<file path="src/rtl/neuron_layer_sequencer.sv">
// Sequences one shared serial MAC neuron across all rows of a dense layer:
// fetch weight row and bias, issue one MAC op per neuron, collect results into y_flat.
module neuron_layer_sequencer #(
    parameter int unsigned NUM_NEURONS = 4,
    parameter int unsigned NUM_INPUTS  = 8,
    parameter int unsigned X_W         = 8,
    parameter int unsigned W_W         = 8,
    parameter int unsigned B_W         = 32,
    parameter int unsigned OUT_W       = 16,
    parameter int unsigned AW          = 2
) (
    input  logic                              clk,
    input  logic                              rst,
    input  logic                              start,
    input  logic                              abort,
    input  logic [NUM_INPUTS*X_W-1:0]         x_flat,
    output logic                              busy,
    output logic                              done,
    output logic [NUM_NEURONS*OUT_W-1:0]      y_flat,
    output logic [AW:0]                       sat_cnt,
    output logic                              mem_rd_en,
    output logic [AW-1:0]                     mem_addr,
    input  logic [NUM_INPUTS*W_W-1:0]         w_rdata,
    input  logic [B_W-1:0]                    b_rdata,
    output logic                              mac_in_valid,
    input  logic                              mac_in_ready,
    output logic [NUM_INPUTS*X_W-1:0]         mac_x_flat,
    output logic [NUM_INPUTS*W_W-1:0]         mac_w_flat,
    output logic [B_W-1:0]                    mac_bias,
    input  logic                              mac_out_valid,
    input  logic [OUT_W-1:0]                  mac_out_data
);

    localparam int unsigned XF_W = NUM_INPUTS * X_W;
    localparam int unsigned WF_W = NUM_INPUTS * W_W;
    localparam int unsigned YF_W = NUM_NEURONS * OUT_W;
    localparam int unsigned SC_W = AW + 1;
    localparam logic [AW-1:0]    LAST_IDX = AW'(NUM_NEURONS - 1);
    localparam logic [OUT_W-1:0] SAT_POS  = {1'b0, {(OUT_W-1){1'b1}}};
    localparam logic [OUT_W-1:0] SAT_NEG  = {1'b1, {(OUT_W-1){1'b0}}};

    typedef enum logic [2:0] {
        S_IDLE,
        S_FETCH,
        S_RDWAIT,
        S_ISSUE,
        S_WAIT_RES
    } state_e;

    state_e            state_q, state_d;
    logic [AW-1:0]     idx_q, idx_d;
    logic [XF_W-1:0]   x_q, x_d;
    logic [WF_W-1:0]   w_q, w_d;
    logic [B_W-1:0]    b_q, b_d;
    logic [YF_W-1:0]   y_q, y_d;
    logic [SC_W-1:0]   sat_q, sat_d;
    logic              busy_q, busy_d;
    logic              done_q, done_d;
    logic              rd_en_q, rd_en_d;
    logic [AW-1:0]     addr_q, addr_d;
    logic              in_valid_q, in_valid_d;
    logic              is_sat;

    // State register and all registered outputs
    always_ff @(posedge clk) begin
        if (rst) begin
            state_q    <= S_IDLE;
            idx_q      <= '0;
            x_q        <= '0;
            w_q        <= '0;
            b_q        <= '0;
            y_q        <= '0;
            sat_q      <= '0;
            busy_q     <= 1'b0;
            done_q     <= 1'b0;
            rd_en_q    <= 1'b0;
            addr_q     <= '0;
            in_valid_q <= 1'b0;
        end else begin
            state_q    <= state_d;
            idx_q      <= idx_d;
            x_q        <= x_d;
            w_q        <= w_d;
            b_q        <= b_d;
            y_q        <= y_d;
            sat_q      <= sat_d;
            busy_q     <= busy_d;
            done_q     <= done_d;
            rd_en_q    <= rd_en_d;
            addr_q     <= addr_d;
            in_valid_q <= in_valid_d;
        end
    end

    // Next-state logic; abort overrides everything outside IDLE, so a result in the same cycle is dropped
    always_comb begin
        state_d = state_q;
        idx_d   = idx_q;
        x_d     = x_q;
        w_d     = w_q;
        b_d     = b_q;
        y_d     = y_q;
        sat_d   = sat_q;
        done_d  = 1'b0;
        is_sat  = (mac_out_data == SAT_POS) || (mac_out_data == SAT_NEG);

        if (abort && (state_q != S_IDLE)) begin
            state_d = S_IDLE;
        end else begin
            case (state_q)
                S_IDLE: begin
                    if (start && !abort) begin
                        x_d     = x_flat;
                        y_d     = '0;
                        sat_d   = '0;
                        idx_d   = '0;
                        state_d = S_FETCH;
                    end
                end
                S_FETCH: begin
                    state_d = S_RDWAIT;
                end
                S_RDWAIT: begin
                    w_d     = w_rdata;
                    b_d     = b_rdata;
                    state_d = S_ISSUE;
                end
                S_ISSUE: begin
                    if (in_valid_q && mac_in_ready) begin
                        state_d = S_WAIT_RES;
                    end
                end
                S_WAIT_RES: begin
                    if (mac_out_valid) begin
                        for (int unsigned k = 0; k < NUM_NEURONS; k++) begin
                            if (idx_q == AW'(k)) begin
                                y_d[k*OUT_W +: OUT_W] = mac_out_data;
                            end
                        end
                        if (is_sat) begin
                            sat_d = sat_q + SC_W'(1);
                        end
                        if (idx_q == LAST_IDX) begin
                            done_d  = 1'b1;
                            state_d = S_IDLE;
                        end else begin
                            idx_d   = idx_q + AW'(1);
                            state_d = S_FETCH;
                        end
                    end
                end
                default: begin
                    state_d = S_IDLE;
                end
            endcase
        end

        busy_d     = (state_d != S_IDLE);
        rd_en_d    = (state_d == S_FETCH);
        in_valid_d = (state_d == S_ISSUE);
        addr_d     = (state_d == S_FETCH) ? idx_d : addr_q;
    end

    assign busy         = busy_q;
    assign done         = done_q;
    assign y_flat       = y_q;
    assign sat_cnt      = sat_q;
    assign mem_rd_en    = rd_en_q;
    assign mem_addr     = addr_q;
    assign mac_in_valid = in_valid_q;
    assign mac_x_flat   = x_q;
    assign mac_w_flat   = w_q;
    assign mac_bias     = b_q;

endmodule

</file>
<file path="config.mk">
export PLATFORM = sky130hd
export DESIGN_NAME = neuron_layer_sequencer
export DESIGN_NICKNAME = d
export VERILOG_FILES = /design/src/rtl/neuron_layer_sequencer.sv
export SDC_FILE = /design/constraint.sdc
export NUM_CORES = 1
export LEC_CHECK = 0
export CORE_AREA = 2 2 161 163
export CTS_CLUSTER_DIAMETER = 100
export DETAILED_ROUTE_END_ITERATION = 10
export DIE_AREA = 0 0 163 165
export GPL_ROUTABILITY_DRIVEN = 0
export PLACE_DENSITY = 0.67
export SYNTH_ARGS = -nofsm -noshare
export SYNTH_HDL_FRONTEND = slang
export SYNTH_SLANG_ARGS = --single-unit
</file>
<file path="constraint.sdc">
create_clock -name clk -period 2.44 [get_ports clk]
set_clock_uncertainty 0.15 [all_clocks]
set_input_delay 0.488 -clock clk [delete_from_list [all_inputs] [get_ports clk]]
set_output_delay 0.488 -clock clk [all_outputs]
set_load 0.05 [all_outputs]
</file>
### Port wiring, run 1

Scale bar: 50 um.
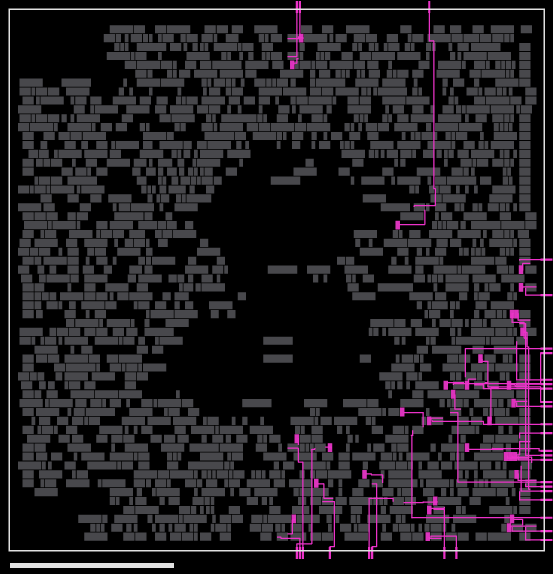
legend:
  b_rdata:
    color: magenta
    bits: 32
    direction: input
    end_cells: 32
    buffers: 32
    wire: 970 um
number of placed I/O pins: 415
number of buffer cells added on primary ports: 414

### Signal wires by layer, run 1

Two of the layers only.
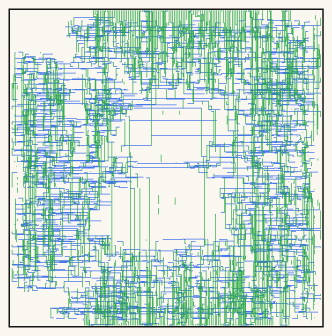
legend:
  met1:
    color: blue
    wire_length: 11300 um
  met2:
    color: green
    wire_length: 14900 um
via count: 8270
wire length per cell: 16.78 um
Total Wirelength: 29580 um

==> reports/notes.md, run 1 <==
The flow ran to the end, and the final reports show no timing, DRC or antenna violations. For the power in sequential cells, the log shows 0.00400 W. For this run, global-route usage on met1 was measured as 23.21%. Once placement completed, the tool counted placed cells totaling 1713. The worst hold path terminates at mac_w_flat[50]. The post-route standard cell area excluding fillers is 0.01409 mm^2, and the combinational gate count is 695.

Per the synth stats, the flop cell with the highest instance count is sky130_fd_sc_hd__dfxtp_1. After Yosys synthesis, XOR and XNOR cells account for 0.1027% of the synthesized area. Counting the warning lines in the Yosys log gives 0.

The worst-margin pin slew is 0.5832 ns. The mapped cell area is 0.008531 mm^2. The highest clock rate this design can be run at is 422.8 MHz. Post-route period utilization is reported as 96.92%.

Per the detail_route log, met3 wirelength is 2677 um. The run gives 2 for the hold path depth. For this design, the sink count on the clock tree is 238. The run gives 0 for the number of instances resized during post-cts repair. The number of buffer and inverter stages on the critical path is 1.

The vertical die dimension was 165 um; the flop and latch count out of synthesis was 238. For this design, the slowest cell found on the critical path is sky130_fd_sc_hd__clkdlybuf4s50_1. Category of cells accounting for the largest share of critical-path delay: buffers and inverters. Looking at the reg2reg group, the worst path ends at mac_w_flat[0]. The number of antenna violations at the first check in global routing came out at 3. In this run the worst setup path begins at y_flat[0]. The run gives 0.07507 ns as the final critical-path setup slack. The number of non-filler instances in the completed layout was 1763.
### Clock nets, run 1

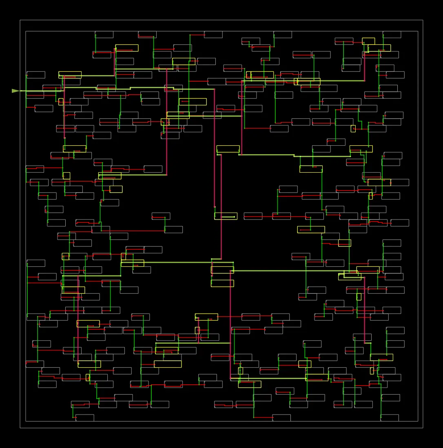
Clock net power: 0.00406 W
sequential cell count: 238
number of buffers created by CTS: 26
clock latency on the worst-skew pair: 0.53 ns

### Where the registers sit, run 1

Scale bar: 50 um. Other sequential cells in the stronger gray, the rest of the logic in the fainter gray.
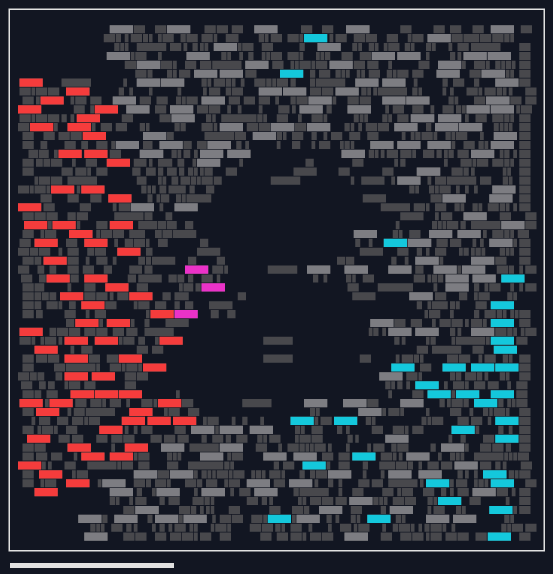
legend:
  sat_cnt:
    color: magenta
    flops: 3
  mac_bias:
    color: cyan
    flops: 32
  y_flat:
    color: red
    flops: 64

## Run 2: what changed since run 1
ABC_AREA = 0   (was default)
### Where the registers sit, run 2

Scale bar: 50 um. Other sequential cells in the stronger gray, the rest of the logic in the fainter gray.
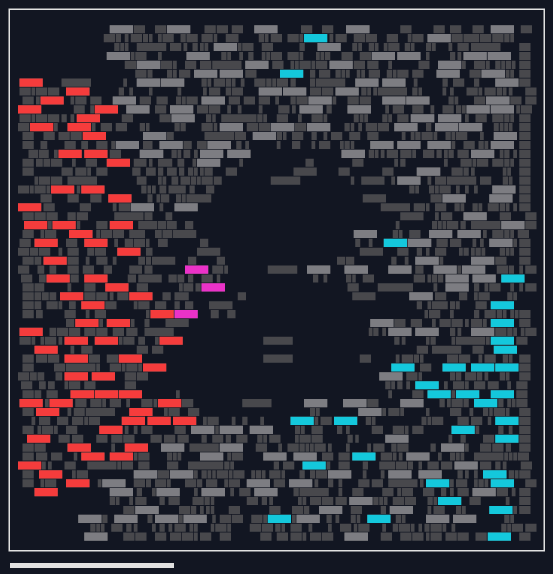
legend:
  sat_cnt:
    color: magenta
    flops: 3
  mac_bias:
    color: cyan
    flops: 32
  y_flat:
    color: red
    flops: 64
not colored: 139
post-layout utilization of the core: 56.26%
power consumed by sequential cells: 0.00400 W
sequential cell area share: 33.82%
Flop area: 0.004765 mm^2

==> reports/notes.md, run 2 <==
The run gives 1763 (unchanged) for the number of non-filler instances in the completed layout. The area share of xor/xnor cells in the synthesized design is 0.1027% (unchanged). The tools report the power dissipated in the clock network as 0.00406 W (about the same). On met2, the global router reports a usage of 37.79%. For the number of warnings reported in the yosys synthesis log, the log shows 0 (unchanged).

The endpoint of the worst-slack reg-to-reg timing path is mac_w_flat[0]. The run gives 1 (unchanged) for the number of buffer and inverter stages on the critical path. The slowest stage of the critical path is the sky130_fd_sc_hd__clkdlybuf4s50_1 cell. The layout cell share with drive strength beyond 1 was 6.499%. The detailed-route wire length is 29580 um (unchanged), and the buffer share of cell area is 32.06%.

The sink count of the clock tree is 238 (unchanged). Maximum clock frequency: 422.8 MHz (unchanged). The tools report the capture endpoint of the worst hold path as mac_w_flat[50]. Of the total power, the clock network draws 44.4%. The final critical-path setup slack came out at 0.07507 ns (unchanged). Max-cap violations in this run came to 0.

After Yosys synthesis, and, or, nand and nor cells account for 21.53% of the synthesized area. The vertical die dimension is 165 um (unchanged). The category of cells accounting for the largest share of critical-path delay is buffers and inverters. The run gives 2677 um (unchanged) for the detailed route wirelength on metal3. With the number of antenna violations at the first check in global routing at 3 (unchanged), the flop and latch count out of synthesis is 238 (unchanged). The area taken by multi-input combinational cells is reported as 0.003475 mm^2. With the overall via count from detail_route at 8270 (unchanged), the met1 capacity usage during global routing is 23.21% (unchanged). The wire length per cell is 16.78 um (unchanged). The most used flip-flop cell after synthesis is sky130_fd_sc_hd__dfxtp_1. For this design, the CTS-stage hold fixing added 0 buffers.

For the worst reg-to-reg path, the startpoint reported by OpenROAD is state_q[2]. The share of the clock period used by the worst path was 96.92% (unchanged); the remaining max-slew budget at the tightest pin was 61.00%. The number of placed instances, taps included came out at 1713 (unchanged). The worst-margin pin slew is 0.5832 ns (unchanged), and the number of buffers added on ports is 414 (unchanged). The final max-slew violation count recorded for this run is 0. The count of flip-flops and latches came out at 238 (unchanged).

With the fraction of registers with async set/reset at 0%, the number of I/O pins is 415 (unchanged). The pre-antenna-repair detailed-routing pass consisted of 5 iterations. The mapped cell area was 0.008531 mm^2 (unchanged); the number of instances resized during post-cts repair was 0 (unchanged).

The filler cells instantiated in the layout total 2304. With the combinational gate count at 695 (unchanged), the clock latency reported for the late side of the worst-skew pair is 0.53 ns (about the same). The tools report the worst setup path startpoint as y_flat[0]. The run gives 26 (unchanged) for the number of buffers created by CTS. The flow ran to the end, and the final reports show no timing, DRC or antenna violations.

With the hold path depth at 2 (unchanged), the core area is 0.02504 mm^2.
### Zoomed window, run 2

Region (21, 104) to (61, 144) um. Cells in gray, sequential cells in the stronger gray; small squares are vias.
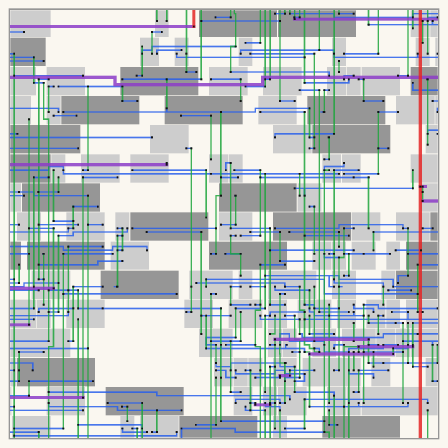

## Run 3: what changed since run 2
RECOVER_POWER = 100   (was default)
### Zoomed window, run 3

Region (21, 104) to (61, 144) um. Cells in gray, sequential cells in the stronger gray; small squares are vias.
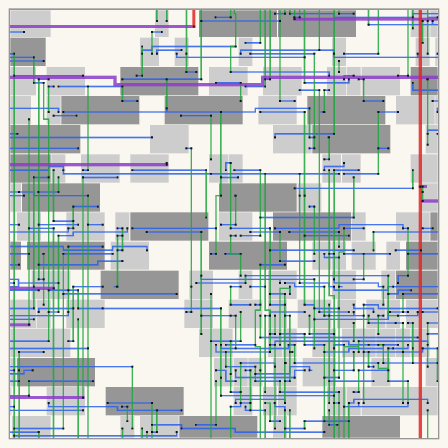
legend:
  met2:
    color: green
  met1:
    color: blue
  met3:
    color: purple
  met4:
    color: red
netlist names of flops here include: y_flat (8), mac_w_flat (4), idx_q (2)
most frequent: dfxtp_1 (21), nor2_1 (13), clkdlybuf4s50_1 (13)
cells with their middle in the window: 107
sequential cells in the window: 21

==> reports/notes.md, run 3 <==
The run finished with clean final reports. The max capacitance violation total is 0 (unchanged), and the vertical die dimension is 165 um (unchanged). The worst-margin pin slew was 0.7959 ns (+0.2126 ns); the fraction of registers with async set/reset was 0% (unchanged).

The kind of cell with the highest combined delay along the critical path is buffers and inverters. The run gives 26 (unchanged) as the number of buffers created by CTS. The final number of max-transition violations is 0 (unchanged), and the first-pass iteration count of the detailed router is 4 (-1).

Mapped cell area: 0.008531 mm^2 (unchanged). The run gives 8299 (+0.35%) for the overall via count from detail_route. STA lists the startpoint of the worst register-to-register path as state_q[2]. Hold analysis lists the worst path endpoint as mac_w_flat[50]. The number of non-filler instances in the completed layout is 1763 (unchanged). The remaining max-slew budget at the tightest pin is 47.17% (-14 points).

With the number of filler instances in the final layout at 2320 (+0.69%), the number of buffers added on ports is 414 (unchanged). With the area share of xor/xnor cells in the synthesized design at 0.1027% (unchanged), the detailed route wirelength on metal3 is 2649 um (-1.0%). The sink count of the clock tree was 238 (unchanged); the number of antenna violations at the first check in global routing was 3 (unchanged). The basic-gate share of the synthesized area counting and, or, nand and nor cells is 21.53% (unchanged). The share of the clock period used by the worst path is 97.49% (+0.56 points). Looking at the cell usage after synthesis, the top flip-flop cell is sky130_fd_sc_hd__dfxtp_1. The combinational gate count was 695 (unchanged). Tracing the worst setup path back leads to its startpoint at y_flat[24]. The buffer share of cell area is 31.79% (-0.27 points), and the met2 demand-to-capacity share in global routing is 37.79% (unchanged).

The maximum clock frequency came out at 420.4 MHz (-0.58%). The logs give 0.004765 mm^2 (unchanged) for the register area and 415 (unchanged) for the number of I/O pins. Share of total power in the clock network: 44.5% (about the same).

The slowest stage of the critical path is the sky130_fd_sc_hd__dlygate4sd3_1 cell. The count of flip-flops and latches was 238 (unchanged). The tools report the power in sequential cells as 0.00400 W (about the same). The number of buffer and inverter stages on the critical path is 1 (unchanged), and the clock latency reported for the late side of the worst-skew pair is 0.53 ns (about the same). The run gives 29560 um (about the same) as the detailed-route wire length. The run gives 5.660% (-0.84 points) for the layout cell share with drive strength beyond 1.
Power is estimated from default activity; no workload was simulated.
